==> run_1/flops_by_reg.png <==
Scale: 4 px per um.
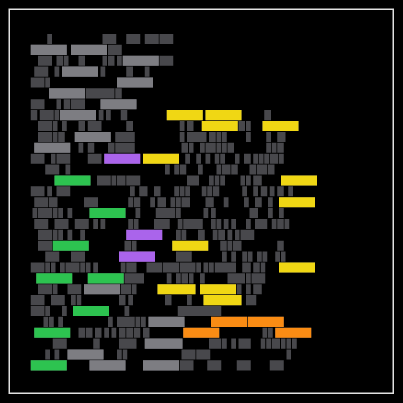
==> run_1/wires.png <==
Scale: 4 px per um.
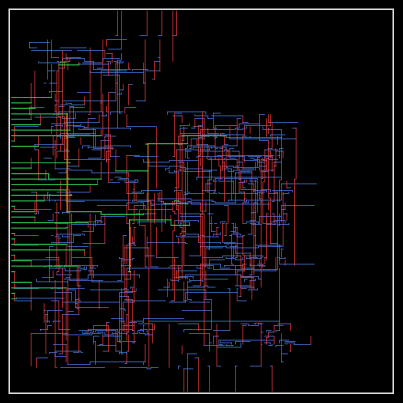
==> run_1/detail.png <==
Window x 62 to 82, y 14 to 34 um. Cells in grey, sequential cells in the stronger grey; small squares are vias.
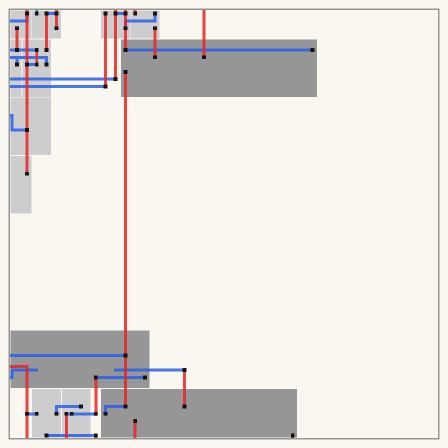
==> run_1/congestion.png <==
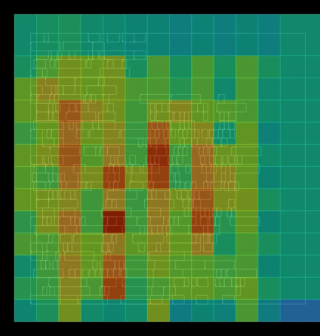
==> src/rtl/puf_eval_controller_if.sv <==
// Host-side challenge/response link of the PUF evaluation controller.
// master: host that offers challenges and consumes responses.
// slave:  the controller.
interface puf_eval_controller_if;
  logic       chal_valid;
  logic [7:0] chal_data;
  logic       chal_ready;
  logic       resp_valid;
  logic [7:0] resp_data;
  logic       resp_err;
  logic       resp_ready;

  modport master (
    output chal_valid, chal_data, resp_ready,
    input  chal_ready, resp_valid, resp_data, resp_err
  );

  modport slave (
    input  chal_valid, chal_data, resp_ready,
    output chal_ready, resp_valid, resp_data, resp_err
  );
endinterface

==> src/rtl/puf_eval_controller.sv <==
// Sequencer for one PUF challenge/response evaluation at a time.
// Latches a challenge, pulses the buffer/arbiter reset, releases the race, waits for
// eight response bits (with a stall watchdog) and presents the captured byte to the host.
// Optional feature macro PUF_MAJORITY_VOTE_EN: three evaluations per challenge and a
// bitwise majority of the three captured bytes as the response.
module puf_eval_controller #(
  parameter int unsigned TIMEOUT_CYCLES   = 4096,
  parameter int unsigned ACK_PULSE_CYCLES = 2
) (
  input  logic                        clock,
  input  logic                        reset_n,
  puf_eval_controller_if.slave        host,
  output logic [7:0]                  puf_challenge,
  output logic                        puf_start,
  output logic                        buf_ack_reset,
  input  logic [3:0]                  buf_count,
  input  logic                        buf_ready_to_read,
  input  logic [7:0]                  buf_data,
  output logic                        busy
);

  localparam int unsigned WdW = $clog2(TIMEOUT_CYCLES);
  localparam logic [WdW-1:0] WdMax = WdW'(TIMEOUT_CYCLES - 1);
  localparam logic [3:0] PulseLast = 4'(ACK_PULSE_CYCLES - 1);

  typedef enum logic [2:0] {StIdle, StClear, StWait, StCapture, StPresent} state_e;

  state_e         state_q, state_d;
  logic [3:0]     pulse_q, pulse_d;
  logic [WdW-1:0] wd_q, wd_d, wd_inc;
  logic [3:0]     prev_count_q;
  logic [7:0]     chal_q, chal_d;
  logic [7:0]     resp_data_q, resp_data_d;
  logic           resp_err_q, resp_err_d;
  logic           ack_q, start_q, valid_q;
  logic           progress;
`ifdef PUF_MAJORITY_VOTE_EN
  logic [1:0]     idx_q, idx_d;
  logic [7:0]     s0_q, s0_d, s1_q, s1_d;
`endif

  assign progress = (buf_count != prev_count_q);
  assign wd_inc   = wd_q + WdW'(1);

  // Next-state and datapath decode.
  always_comb begin
    state_d     = state_q;
    pulse_d     = pulse_q;
    wd_d        = wd_q;
    chal_d      = chal_q;
    resp_data_d = resp_data_q;
    resp_err_d  = resp_err_q;
`ifdef PUF_MAJORITY_VOTE_EN
    idx_d       = idx_q;
    s0_d        = s0_q;
    s1_d        = s1_q;
`endif
    unique case (state_q)
      StIdle: begin
        if (host.chal_valid) begin
          chal_d  = host.chal_data;
          pulse_d = '0;
`ifdef PUF_MAJORITY_VOTE_EN
          idx_d   = '0;
`endif
          state_d = StClear;
        end
      end
      StClear: begin
        // Watchdog is held cleared so WAIT always starts from zero.
        wd_d = '0;
        if (pulse_q == PulseLast) state_d = StWait;
        else                      pulse_d = pulse_q + 4'd1;
      end
      StWait: begin
        if (buf_ready_to_read) begin
          state_d = StCapture;
        end else if (progress) begin
          wd_d = '0;
        end else if (wd_inc == WdMax) begin
          resp_err_d  = 1'b1;
          resp_data_d = 8'h00;
          state_d     = StPresent;
        end else begin
          wd_d = wd_inc;
        end
      end
      StCapture: begin
`ifdef PUF_MAJORITY_VOTE_EN
        if (idx_q == 2'd2) begin
          resp_data_d = (s0_q & s1_q) | (s0_q & buf_data) | (s1_q & buf_data);
          resp_err_d  = 1'b0;
          state_d     = StPresent;
        end else begin
          if (idx_q == 2'd0) s0_d = buf_data;
          else               s1_d = buf_data;
          idx_d   = idx_q + 2'd1;
          pulse_d = '0;
          state_d = StClear;
        end
`else
        resp_data_d = buf_data;
        resp_err_d  = 1'b0;
        state_d     = StPresent;
`endif
      end
      StPresent: begin
        if (host.resp_ready) state_d = StIdle;
      end
      default: state_d = StIdle;
    endcase
  end

  // State register.
  always_ff @(posedge clock or negedge reset_n) begin
    if (!reset_n) state_q <= StIdle;
    else          state_q <= state_d;
  end

  // Datapath registers and registered outputs; the ack reset is held high during reset.
  always_ff @(posedge clock or negedge reset_n) begin
    if (!reset_n) begin
      pulse_q      <= '0;
      wd_q         <= '0;
      prev_count_q <= '0;
      chal_q       <= '0;
      resp_data_q  <= '0;
      resp_err_q   <= 1'b0;
      ack_q        <= 1'b1;
      start_q      <= 1'b0;
      valid_q      <= 1'b0;
    end else begin
      pulse_q      <= pulse_d;
      wd_q         <= wd_d;
      prev_count_q <= buf_count;
      chal_q       <= chal_d;
      resp_data_q  <= resp_data_d;
      resp_err_q   <= resp_err_d;
      ack_q        <= (state_d == StClear);
      start_q      <= (state_d == StWait);
      valid_q      <= (state_d == StPresent);
    end
  end

`ifdef PUF_MAJORITY_VOTE_EN
  // Evaluation index and the first two captured samples.
  always_ff @(posedge clock or negedge reset_n) begin
    if (!reset_n) begin
      idx_q <= '0;
      s0_q  <= '0;
      s1_q  <= '0;
    end else begin
      idx_q <= idx_d;
      s0_q  <= s0_d;
      s1_q  <= s1_d;
    end
  end
`endif

  assign puf_challenge   = chal_q;
  assign puf_start       = start_q;
  assign buf_ack_reset   = ack_q;
  assign host.resp_valid = valid_q;
  assign host.resp_data  = resp_data_q;
  assign host.resp_err   = resp_err_q;
  assign host.chal_ready = (state_q == StIdle);
  assign busy            = (state_q != StIdle);

endmodule

==> src/flat_wrapper.sv <==
// flat-port wrapper written by rule: the top's interface ports become plain ports
module puf_eval_controller_flat 
#(
  parameter int unsigned TIMEOUT_CYCLES   = 4096,
  parameter int unsigned ACK_PULSE_CYCLES = 2
)
  (clock, reset_n, puf_challenge, puf_start, buf_ack_reset, buf_count, buf_ready_to_read, buf_data, busy, host_chal_valid, host_chal_data, host_resp_ready, host_chal_ready, host_resp_valid, host_resp_data, host_resp_err);
  puf_eval_controller_if host_i ();
  input  logic clock;
  input  logic reset_n;
  output logic [7:0] puf_challenge;
  output logic puf_start;
  output logic buf_ack_reset;
  input  logic [3:0] buf_count;
  input  logic buf_ready_to_read;
  input  logic [7:0] buf_data;
  output logic busy;
  input wire logic [$bits(host_i.chal_valid)-1:0] host_chal_valid;
  input wire logic [$bits(host_i.chal_data)-1:0] host_chal_data;
  input wire logic [$bits(host_i.resp_ready)-1:0] host_resp_ready;
  output wire logic [$bits(host_i.chal_ready)-1:0] host_chal_ready;
  output wire logic [$bits(host_i.resp_valid)-1:0] host_resp_valid;
  output wire logic [$bits(host_i.resp_data)-1:0] host_resp_data;
  output wire logic [$bits(host_i.resp_err)-1:0] host_resp_err;
  assign host_i.chal_valid = host_chal_valid;
  assign host_i.chal_data = host_chal_data;
  assign host_i.resp_ready = host_resp_ready;
  assign host_chal_ready = host_i.chal_ready;
  assign host_resp_valid = host_i.resp_valid;
  assign host_resp_data = host_i.resp_data;
  assign host_resp_err = host_i.resp_err;
  puf_eval_controller #(.TIMEOUT_CYCLES(TIMEOUT_CYCLES), .ACK_PULSE_CYCLES(ACK_PULSE_CYCLES)) u_core (.clock(clock), .reset_n(reset_n), .host(host_i), .puf_challenge(puf_challenge), .puf_start(puf_start), .buf_ack_reset(buf_ack_reset), .buf_count(buf_count), .buf_ready_to_read(buf_ready_to_read), .buf_data(buf_data), .busy(busy));
endmodule
==> config.mk <==
export PLATFORM = sky130hd
export DESIGN_NAME = puf_eval_controller_flat
export DESIGN_NICKNAME = d
export VERILOG_FILES = /design/src/rtl/puf_eval_controller_if.sv /design/src/rtl/puf_eval_controller.sv /design/src/flat_wrapper.sv
export SDC_FILE = /design/constraint.sdc
export NUM_CORES = 1
export LEC_CHECK = 0
export ABC_AREA = 1
export CORE_MARGIN = 5
export CORE_UTILIZATION = 30
export CTS_CLUSTER_DIAMETER = 100
export DETAILED_ROUTE_END_ITERATION = 7
export GPL_TIMING_DRIVEN = 0
export SYNTH_ARGS = -nofsm -noshare
export SYNTH_HDL_FRONTEND = slang
export SYNTH_SLANG_ARGS = --single-unit
==> constraint.sdc <==
create_clock -name clock -period 2.09 [get_ports clock]
set_input_delay 0.209 -clock clock [delete_from_list [all_inputs] [get_ports clock]]
set_output_delay 0.209 -clock clock [all_outputs]
set_load 0.01 [all_outputs]
==> flow_metrics.env, run 1 <==
# source this file to load flow results
export IMPL_status="complete, no violations"
export IMPL_peakVddDrop_mv=0.542
export IMPL_fin_crit_ps=1880
export IMPL_drt_iter0_drc=57
export IMPL_p_seq_frac=0.378
export IMPL_finalClockPeriodUsage=0.898
export IMPL_worst_path_largest_cell_delay_ps=430
export IMPL_p_leak_uw=0.00136
export IMPL_num_rows=31
export IMPL_signal_buffers=53
export IMPL_grt_max_degree=36
export IMPL_path_clk_slew_ps=90
export IMPL_finalWirelength_um=4810
export IMPL_die_area_um2=9150
export IMPL_cp_required_ps=2280
export IMPL_die_width_um=95.7
export IMPL_hold_path_class="input pin to asynchronous set/reset pin"
export IMPL_antenna_found_initial=0
export IMPL_sh_comb_area=0.334
export IMPL_seq_share=0.367
export IMPL_io_buffers=46
export IMPL_ys_top_logic_family="simple AND/OR/NAND/NOR gates"
export IMPL_fp_util=0.305
export IMPL_xor_share=0.0119
export IMPL_wl_per_cell_um=10.9
export IMPL_syn_nets=313
export IMPL_instances_no_fill=440
export IMPL_synth_flops=43
export IMPL_grt_pass1_wl_um=8620
export IMPL_hold_buffers=1
export IMPL_fillers=763
export IMPL_lay_top_cells="nand2_1, clkdlybuf4s50_1, dfrtp_1"
export IMPL_met2_usage=0.193
About flops_by_reg.png:
Yellow is `u_core.wd_q`, placed flops 12. Green is `u_core.puf_challenge`, placed flops 8. Orange is `u_core.prev_count_q`, placed flops 4. Purple is `u_core.state_q`, placed flops 3.
Another 16 sequential cells are not coloured.

About wires.png:
Orange is metal 4, wire length 56.3 um. Blue is metal 1, wire length 2170 um. Green is metal 3, wire length 399 um. Red is metal 2, wire length 2190 um.

About detail.png:
Blue is metal 1. Red is metal 2.
7 logic cells have their middle in the window. Sequential cells in the window: 3. Most frequent: dfrtp_1 (3), nand2_1 (2). Netlist names of flops here include `u_core.prev_count_q` (2), `u_core.wd_q` (1).

About congestion.png:
met1 Usage GRT: 0.144
routing usage on met3: 0.0505

run 1: Yosys cell counts:
master	number	share of area
inv_1	26	0.044
nor2_1	15	0.026
ha_1	4	0.023
nand2_2	2	0.0057
nor2_2	9	0.026
buf_6	2	0.010
xor2_1	1	0.0040
nand2_1	113	0.19
clkinv_1	2	0.0034
nand3_2	2	0.0091
inv_2	2	0.0034
o31ai_1	1	0.0034
clkbuf_1	1	0.0017
nor3_1	2	0.0045
o21ai_0	4	0.0091
dfrtp_1	42	0.48
o21ai_1	1	0.0023
nand3_1	29	0.066
o21a_1	1	0.0034
dfstp_2	1	0.012
a21oi_1	11	0.025
nand2_4	3	0.015
nand4_1	4	0.011
nand3b_1	2	0.0068
buf_2	1	0.0023
xnor2_1	2	0.0080
nor3_2	1	0.0045
==> run_1/clk_routes.png <==
Scale: 3 px per um.
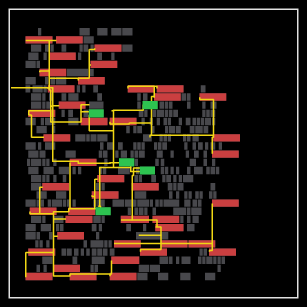

--- run 2 (diff from run 1) ---
==> constraint.sdc (replaced) <==
create_clock -name clock -period 2.09 [get_ports clock]
set_input_delay 0.418 -clock clock [delete_from_list [all_inputs] [get_ports clock]]
set_output_delay 0.418 -clock clock [all_outputs]
set_load 0.01 [all_outputs]
==> run_2/clk_routes.png <==
Scale: 3 px per um.
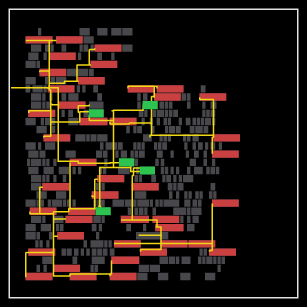
Red is flip-flops, count 43. Green is clock drivers, count 5. Yellow is clock wires, length 591 um.
There are 6 routed clock nets.

==> flow_metrics.env, run 2 <==
# source this file to load flow results
export IMPL_edf_count=0
export IMPL_worst_path_largest_cell_delay_ps=530
export IMPL_peakVddDrop_mv=0.541
export IMPL_lay_top_cells="nand2_1, clkdlybuf4s50_1, dfrtp_1"
export IMPL_status="complete, no violations"
export IMPL_synth_main_ff_cell="dfrtp_1"
export IMPL_yosys_top_cells_count="nand2_1, dfrtp_1, nand3_1"
export IMPL_sh_comb_area=0.336
export IMPL_use_met1=0.144
export IMPL_fin_crit_ps=1980
export IMPL_die_area_um2=9150
export IMPL_antenna_found_initial=0
export IMPL_p_leak_uw=0.00136
export IMPL_synth_async_sr_flop_share=1.00
export IMPL_grt_pass1_wl_um=8620
export IMPL_final_layout_size_suffix_gt1_frac=0.117
export IMPL_ant_nets=0
export IMPL_synth_top_cell_by_area="dfrtp_1"
export IMPL_finalWirelength_um=4800
export IMPL_io_buffers=46
export IMPL_drt_iter0_drc=55
export IMPL_fillers=760
export IMPL_p_seq_frac=0.378
export IMPL_grt_max_degree=36
export IMPL_synth_flops=43
export IMPL_met3_usage=0.0505
export IMPL_top_area_frac=0.478
export IMPL_finalClockPeriodUsage=0.946
export IMPL_cp_required_ps=1670
export IMPL_fp_util=0.305
export IMPL_p_total_uw=3130
export IMPL_num_rows=31
export IMPL_signal_buffers=53
export IMPL_wl_per_cell_um=10.9
export IMPL_met2_usage=0.193
export IMPL_instances_no_fill=440
export IMPL_path_clk_slew_ps=90
==> run_2/detail.png <==
Window x 62 to 82, y 14 to 34 um. Cells in grey, sequential cells in the stronger grey; small squares are vias.
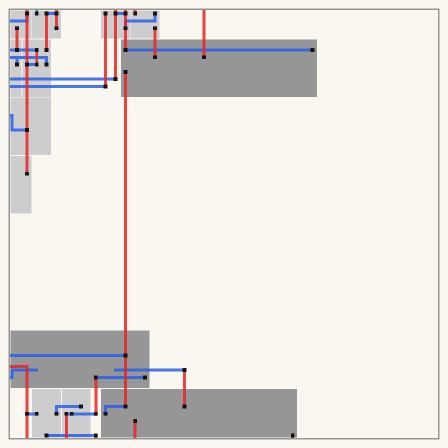
Blue is metal 1. Red is metal 2.
Sequential cells in the window: 3. Netlist names of flops here include `u_core.prev_count_q` (2), `u_core.wd_q` (1). 7 logic cells have their middle in the window. Most frequent: dfrtp_1 (3), nand2_1 (2).

==> run 2: cell counts after synthesis <==
Identical to the previous run, type by type.
==> run 2: cells by family (layout without fill, tap and decap cells) <==
group,count (synthesis),in the layout,share of synthesized area
flip-flops,43,43,0.489
XOR/XNOR,3,3,0.0119
adder cells (fa/ha/maj),4,4,0.0227
AND-OR/OR-AND,18,18,0.0432
AND/OR/NAND/NOR,182,182,0.367
buffers and inverters,34,91,0.0654
==> run 2: what timing repair did <==
action | CTS | global route
setup buffers | 0 | 1
hold buffers | 1 | 0
setup endpoints to repair | 1 | 19
pin swaps | 0 | 0
gates resized | 1 | 6
hold endpoints to repair | 8 | 0
